<file path="src/rtl/elevator_pkg.sv">
// Shared state encodings, direction constants and sensor decode helpers
// for the SCAN elevator controller.
package elevator_pkg;

   localparam int MAX_FLOORS = 64;

   localparam logic [2:0] ST_IDLE        = 3'd0;
   localparam logic [2:0] ST_MOVING_UP   = 3'd1;
   localparam logic [2:0] ST_MOVING_DOWN = 3'd2;
   localparam logic [2:0] ST_DOOR_OPEN   = 3'd3;
   localparam logic [2:0] ST_DOOR_CLOSE  = 3'd4;
   localparam logic [2:0] ST_FAULT       = 3'd5;

   localparam logic DIR_UP   = 1'b1;
   localparam logic DIR_DOWN = 1'b0;

   function automatic logic [5:0] onehot_to_index(input logic [MAX_FLOORS-1:0] vec);
      logic [5:0] idx;
      idx = 6'd0;
      for (int i = 0; i < MAX_FLOORS; i++) begin
         idx = idx | (vec[i] ? 6'(i) : 6'd0);
      end
      return idx;
   endfunction

   function automatic logic multi_hot(input logic [MAX_FLOORS-1:0] vec);
      logic [6:0] cnt;
      cnt = 7'd0;
      for (int i = 0; i < MAX_FLOORS; i++) begin
         cnt = cnt + 7'(vec[i]);
      end
      return (cnt > 7'd1);
   endfunction

endpackage

</file>
<file path="src/rtl/elevator_scan_controller_request_bank.sv">
// Cab / hall call latches with service clearing and above/below/here lookup
// relative to the floor the controller is currently evaluating.
module elevator_request_bank
   import elevator_pkg::*;
#(
   parameter int NUM_FLOORS = 8,
   parameter int FLOOR_BITS = 3
) (
   input  logic                  clk,
   input  logic                  reset_n,
   input  logic [NUM_FLOORS-1:0] internal_set,
   input  logic [NUM_FLOORS-1:0] up_set,
   input  logic [NUM_FLOORS-1:0] down_set,
   input  logic [FLOOR_BITS-1:0] floor,
   input  logic                  dir_up,
   input  logic                  service,
   input  logic                  flush,
   output logic                  any_above,
   output logic                  any_below,
   output logic                  here_internal,
   output logic                  here_up,
   output logic                  here_down,
   output logic                  new_here,
   output logic [NUM_FLOORS-1:0] pending
);

   localparam logic [NUM_FLOORS-1:0] UP_MASK   = {1'b0, {(NUM_FLOORS-1){1'b1}}};
   localparam logic [NUM_FLOORS-1:0] DOWN_MASK = {{(NUM_FLOORS-1){1'b1}}, 1'b0};

   logic [NUM_FLOORS-1:0] int_r, up_r, down_r;
   logic [NUM_FLOORS-1:0] eff_int, eff_up, eff_down, eff_any, new_any;
   logic [NUM_FLOORS-1:0] clr_int, clr_up, clr_down;
   logic [NUM_FLOORS-1:0] int_next, up_next, down_next;

   // Calls arriving this cycle count as already latched so a stop can serve them.
   assign eff_int  = int_r | internal_set;
   assign eff_up   = up_r | (up_set & UP_MASK);
   assign eff_down = down_r | (down_set & DOWN_MASK);
   assign eff_any  = eff_int | eff_up | eff_down;
   assign new_any  = internal_set | (up_set & UP_MASK) | (down_set & DOWN_MASK);

   assign here_internal = eff_int[floor];
   assign here_up       = eff_up[floor];
   assign here_down     = eff_down[floor];
   assign new_here      = new_any[floor];

   // Look for outstanding calls strictly above and below the evaluated floor.
   always_comb begin
      any_above = 1'b0;
      any_below = 1'b0;
      for (int i = 0; i < NUM_FLOORS; i++) begin
         any_above = any_above | (eff_any[i] & (FLOOR_BITS'(i) > floor));
         any_below = any_below | (eff_any[i] & (FLOOR_BITS'(i) < floor));
      end
   end

   // Service clears the cab call and the hall calls this stop satisfies.
   always_comb begin
      clr_int  = '0;
      clr_up   = '0;
      clr_down = '0;
      if (service) begin
         clr_int[floor]  = 1'b1;
         clr_up[floor]   = dir_up | ~any_below;
         clr_down[floor] = ~dir_up | ~any_above;
      end else begin
         clr_int = '0;
      end
   end

   assign int_next  = flush ? '0 : (eff_int & ~clr_int);
   assign up_next   = flush ? '0 : (eff_up & ~clr_up);
   assign down_next = flush ? '0 : (eff_down & ~clr_down);

   // Latch storage and the registered per-floor pending summary.
   always_ff @(posedge clk or negedge reset_n) begin
      if (!reset_n) begin
         int_r   <= '0;
         up_r    <= '0;
         down_r  <= '0;
         pending <= '0;
      end else begin
         int_r   <= int_next;
         up_r    <= up_next;
         down_r  <= down_next;
         pending <= int_next | up_next | down_next;
      end
   end

endmodule

</file>
<file path="src/rtl/elevator_scan_controller.sv">
// SCAN-order elevator car controller: motion and door sequencing, floor
// tracking, and sticky fault on sensor conflict or travel timeout.
module elevator_scan_controller
   import elevator_pkg::*;
#(
   parameter int NUM_FLOORS        = 8,
   parameter int FLOOR_BITS        = 3,
   parameter int DOOR_OPEN_CYCLES  = 32,
   parameter int DOOR_CLOSE_CYCLES = 8,
   parameter int TRAVEL_TIMEOUT    = 256
) (
   input  logic                  clk,
   input  logic                  reset_n,
   input  logic [NUM_FLOORS-1:0] internal_requests,
   input  logic [NUM_FLOORS-1:0] external_up_requests,
   input  logic [NUM_FLOORS-1:0] external_down_requests,
   input  logic [NUM_FLOORS-1:0] floor_sensors,
   input  logic                  door_obstruct,
   output logic                  motor_up,
   output logic                  motor_down,
   output logic                  door_open,
   output logic                  door_close,
   output logic [FLOOR_BITS-1:0] current_floor,
   output logic                  direction_up,
   output logic [NUM_FLOORS-1:0] pending_requests,
   output logic                  fault
);

   localparam logic [15:0] OPEN_LOAD   = 16'(DOOR_OPEN_CYCLES - 1);
   localparam logic [15:0] CLOSE_LOAD  = 16'(DOOR_CLOSE_CYCLES - 1);
   localparam logic [15:0] TRAVEL_LAST = 16'(TRAVEL_TIMEOUT - 1);

   logic [2:0]            state_r, state_next;
   logic                  dir_next;
   logic [15:0]           timer_r, timer_next, travel_r, travel_next;
   logic [NUM_FLOORS-1:0] sensors_prev_r;
   logic [FLOOR_BITS-1:0] sensor_idx, eval_floor;
   logic                  sensor_multi, sensor_one, sensor_change, sensor_edge;
   logic                  any_above, any_below, here_int, here_up, here_down, new_here;
   logic                  here_any, going_up, ahead, behind, dir_match;

   assign sensor_idx    = FLOOR_BITS'(onehot_to_index(MAX_FLOORS'(floor_sensors)));
   assign sensor_multi  = multi_hot(MAX_FLOORS'(floor_sensors));
   assign sensor_one    = (floor_sensors != '0) & ~sensor_multi;
   assign sensor_change = (floor_sensors != sensors_prev_r);
   assign sensor_edge   = sensor_one & sensor_change;
   assign eval_floor    = sensor_one ? sensor_idx : current_floor;

   assign here_any  = here_int | here_up | here_down;
   assign going_up  = (state_r == ST_MOVING_UP);
   assign ahead     = going_up ? any_above : any_below;
   assign behind    = going_up ? any_below : any_above;
   assign dir_match = going_up ? here_up : here_down;

   elevator_request_bank #(
      .NUM_FLOORS (NUM_FLOORS),
      .FLOOR_BITS (FLOOR_BITS)
   ) u_bank (
      .clk           (clk),
      .reset_n       (reset_n),
      .internal_set  (internal_requests),
      .up_set        (external_up_requests),
      .down_set      (external_down_requests),
      .floor         (eval_floor),
      .dir_up        (dir_next),
      .service       (state_next == ST_DOOR_OPEN),
      .flush         (state_next == ST_FAULT),
      .any_above     (any_above),
      .any_below     (any_below),
      .here_internal (here_int),
      .here_up       (here_up),
      .here_down     (here_down),
      .new_here      (new_here),
      .pending       (pending_requests)
   );

   // Next-state, direction and timer decisions.
   always_comb begin
      state_next  = state_r;
      dir_next    = direction_up;
      timer_next  = timer_r;
      travel_next = 16'd0;
      if (sensor_multi) begin
         state_next = ST_FAULT;
      end else begin
         case (state_r)
            ST_IDLE: begin
               if (here_any) begin
                  state_next = ST_DOOR_OPEN;
                  timer_next = OPEN_LOAD;
                  // Align direction with a lone hall call so the stop clears it.
                  if (here_down & ~here_up & ~here_int) begin
                     dir_next = DIR_DOWN;
                  end else if (here_up & ~here_down & ~here_int) begin
                     dir_next = DIR_UP;
                  end else begin
                     dir_next = direction_up;
                  end
               end else if (any_above & ((direction_up == DIR_UP) | ~any_below)) begin
                  state_next = ST_MOVING_UP;
                  dir_next   = DIR_UP;
               end else if (any_below) begin
                  state_next = ST_MOVING_DOWN;
                  dir_next   = DIR_DOWN;
               end else begin
                  state_next = ST_IDLE;
               end
            end
            ST_MOVING_UP, ST_MOVING_DOWN: begin
               if (sensor_edge) begin
                  if (here_int | dir_match | (~ahead & here_any)) begin
                     state_next = ST_DOOR_OPEN;
                     timer_next = OPEN_LOAD;
                  end else if (ahead) begin
                     state_next = state_r;
                  end else if (behind) begin
                     state_next = going_up ? ST_MOVING_DOWN : ST_MOVING_UP;
                     dir_next   = going_up ? DIR_DOWN : DIR_UP;
                  end else begin
                     state_next = ST_IDLE;
                  end
               end else if (sensor_change) begin
                  travel_next = 16'd0;
               end else if (travel_r == TRAVEL_LAST) begin
                  state_next = ST_FAULT;
               end else begin
                  travel_next = travel_r + 16'd1;
               end
            end
            ST_DOOR_OPEN: begin
               if (door_obstruct | new_here) begin
                  timer_next = OPEN_LOAD;
               end else if (timer_r == 16'd0) begin
                  state_next = ST_DOOR_CLOSE;
                  timer_next = CLOSE_LOAD;
               end else begin
                  timer_next = timer_r - 16'd1;
               end
            end
            ST_DOOR_CLOSE: begin
               if (door_obstruct | new_here) begin
                  state_next = ST_DOOR_OPEN;
                  timer_next = OPEN_LOAD;
               end else if (timer_r == 16'd0) begin
                  state_next = ST_IDLE;
                  timer_next = 16'd0;
               end else begin
                  timer_next = timer_r - 16'd1;
               end
            end
            ST_FAULT: begin
               state_next = ST_FAULT;
            end
            default: begin
               state_next = ST_FAULT;
            end
         endcase
      end
   end

   // State, tracking registers and drivers decoded from the next state.
   always_ff @(posedge clk or negedge reset_n) begin
      if (!reset_n) begin
         state_r        <= ST_IDLE;
         timer_r        <= 16'd0;
         travel_r       <= 16'd0;
         sensors_prev_r <= '0;
         current_floor  <= '0;
         direction_up   <= DIR_UP;
         motor_up       <= 1'b0;
         motor_down     <= 1'b0;
         door_open      <= 1'b0;
         door_close     <= 1'b0;
         fault          <= 1'b0;
      end else begin
         state_r        <= state_next;
         timer_r        <= timer_next;
         travel_r       <= travel_next;
         sensors_prev_r <= floor_sensors;
         current_floor  <= eval_floor;
         direction_up   <= dir_next;
         motor_up       <= (state_next == ST_MOVING_UP);
         motor_down     <= (state_next == ST_MOVING_DOWN);
         door_open      <= (state_next == ST_DOOR_OPEN);
         door_close     <= (state_next == ST_DOOR_CLOSE);
         fault          <= (state_next == ST_FAULT);
      end
   end

endmodule
</file>
<file path="config.mk">
export PLATFORM = sky130hd
export DESIGN_NAME = elevator_scan_controller
export DESIGN_NICKNAME = d
export VERILOG_FILES = /design/src/rtl/elevator_pkg.sv /design/src/rtl/elevator_scan_controller_request_bank.sv /design/src/rtl/elevator_scan_controller.sv
export SDC_FILE = /design/constraint.sdc
export NUM_CORES = 1
export LEC_CHECK = 0
export CAP_MARGIN = 40
export CORE_ASPECT_RATIO = 2
export CORE_MARGIN = 4
export CORE_UTILIZATION = 45
export CTS_BUF_LIST = sky130_fd_sc_hd__clkbuf_8
export CTS_CLUSTER_SIZE = 8
export DETAILED_ROUTE_END_ITERATION = 12
export MAX_ROUTING_LAYER = met4
export PLACE_DENSITY = 0.69
export REMOVE_ABC_BUFFERS = 1
export SYNTH_ARGS = -nofsm -noshare
export SYNTH_HDL_FRONTEND = slang
export SYNTH_HIERARCHICAL = 1
export SYNTH_SLANG_ARGS = --single-unit
</file>
<file path="constraint.sdc">
create_clock -name clk -period 5.8 [get_ports clk]
set_input_delay 0.87 -clock clk [delete_from_list [all_inputs] [get_ports clk]]
set_output_delay 0.87 -clock clk [all_outputs]
set_load 0.005 [all_outputs]
</file>
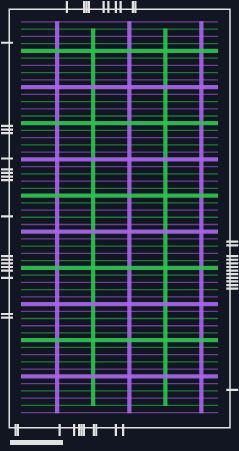
*Power grid*
Bar = 20 um. Pins as bars on the die edge.
- green: VDD
- purple: VSS
- met5 straps: 10
- met4 straps: 5
- signal pins: 52
- met1 rails: 55
Core Region: 0.0109 mm2
Die X-Extent: 82.4 um
maximum vdd drop: 0.000278 V
Die H: 157 um

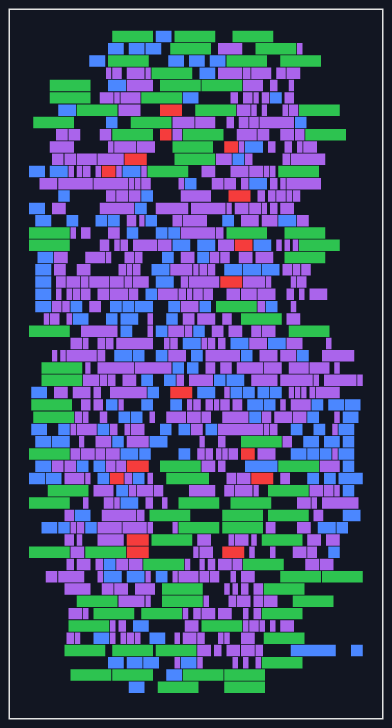
*Cell classes on the final placement*
- purple: combinational and other logic (cells 438; share of their area 47%)
- blue: remaining buffers and delay cells (cells 162; share of their area 21%)
- green: sequential cells (cells 84; share of their area 29%)
- red: clock drivers and dummy loads (cells 16; share of their area 2.7%)
Cell Rows: 54
Seq/total area: 28.7%
post-layout util: 67.3%
post-route cell area: 0.00732 mm2

==> run notes <==
flow finished, numbers: EDFF count, synth 0, Layout Skew ~13 ps, ClkCell Share 2.62%, #MultiIn Comb 413, top-level port count 52, met2 Track Usage GR a little under half, initial antenna violation count 0, crit path max fanout 5, WL met3 ~730 um, clk root buf clkbuf_8, DRC 0, Routed met1 length about 5700 um, Critical Path End u_bank/pending[1], combinational share of cell area roughly 45%, tool warnings 32, antenna-violating nets left 0, min Tclk post-route 6850 ps, WL per Instance about 20 um, Buffers on Ports 49, status finished, violations left, clk_lat worst skew 370 ps, Flop area approximately 0.0021 mm2, Buffers, non-clock approximately 160, Most common cell on crit path fa_1, switching share of power 39.2%, # Cells Yosys between 500 and 600, Avg Inst Size Synth about 9.2 um2, pre-CTS setup slack -2300 ps, worst stage delay on the critical path 580 ps, postcts setup bufs 25, failing checks negative setup slack, top sig layer met4, dpl cell area just over 0.006 mm2, Seq cells post-synth 84, CTS Buf Count 9, Starting Density a little under half, Setup crit start kind primary input, hold slack approximately 450 ps, Clock power frac ~17%, TritonCTS clock tree yes, nets about 740, yosys stat area between 0.004 and 0.005 mm2, CTS H-tree depth 3, Non-clock buffer share ~20%, switching power ~0.96 mW, TAP cells 140, worst setup margin -1050 ps, Final Max-Slew Violation Tally 0, power share of the combinational group just under 60%, Synth area leader dfrtp_1, CTS Sinks 84, delay-heaviest family, CP simple AND/OR/NAND/NOR gates, diode count 0, max_cap viols 0, first drt pass iteration count 5, setup slack, reg-to-reg 1820 ps, routability cong. ~1.0, via count 5076, Detailed Place HPWL about 12000 um, Post-Syn Instances ~540, final setup fails 55
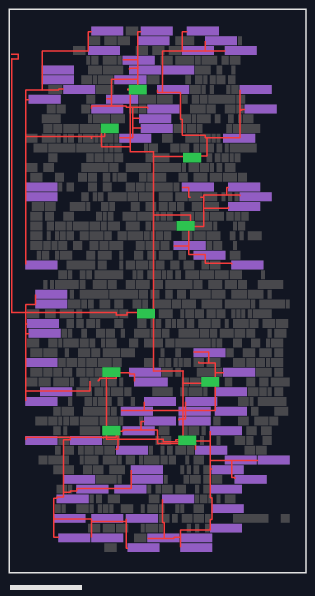
*Routed clock nets over the placement*
Bar = 20 um.
- purple: flip-flops (count 84)
- green: clock drivers (count 9)
- red: clock wires (length 1060 um)
- flops lie: all over the die
- routed clock nets: 10

==> worst min-delay path by stage <==
stage | cells after the start | end | from
after floorplan | 1 | timer_r[12] | timer_r[12]
after global placement | 1 | timer_r[12] | timer_r[12]
after detailed placement | 1 | timer_r[6] | timer_r[6]
after CTS | 1 | travel_r[12] | reset_n
after global routing | 1 | travel_r[12] | reset_n
final | 1 | travel_r[12] | reset_n
==> power groups by stage <==
stage,Clock [mW],Combinational [mW],Sequential [mW]
after floorplan,0,0.473,0.623
final,0.410,1.42,0.620
after CTS,0.421,1.25,0.616
after global placement,0,0.923,0.625
after detailed placement,0,0.940,0.625
after global routing,0.448,1.49,0.621
==> placed cells by master (no fill, tap or decap), types with 5 or more instances in the layout <==
master and count:
dfrtp_1 83, buf_4 83, nor2_1 66, clkdlybuf4s50_1 45, nand2_1 33, buf_6 31
a21oi_1 20, o21ai_0 18, inv_1 16, o21ai_1 14, nand3_1 11, xnor2_1 11
a21o_1 11, xor2_1 11, a21oi_2 11, nor4_1 10, nand4_1 10, clkbuf_8 10
a31oi_1 9, inv_2 8, nor3_1 8, nor3_2 8, nand2b_1 6, a211oi_2 6
ha_1 6, or3_4 5, nor4_4 5, nand2_4 5, and2_1 5
==> synthesized netlist by cell type, drive strengths merged (12+ instances only) <==
| cell type | count |
|---|---|
| a21oi | 35 |
| nor4 | 18 |
| nand4 | 12 |
| o21ai | 38 |
| nor3 | 18 |
| dfrtp | 83 |
| inv | 25 |
| nand2 | 40 |
| nor2 | 73 |
==> cell families after synthesis <==
family                   synth area share (%)
buffers and inverters                    3.46
flip-flops                               42.2
AND/OR/NAND/NOR                          24.0
adder cells (fa/ha/maj)                  3.36
AND-OR/OR-AND                            20.1
multiplexers                             2.99
XOR/XNOR                                 3.87
Power and IR drop assume default switching activity.
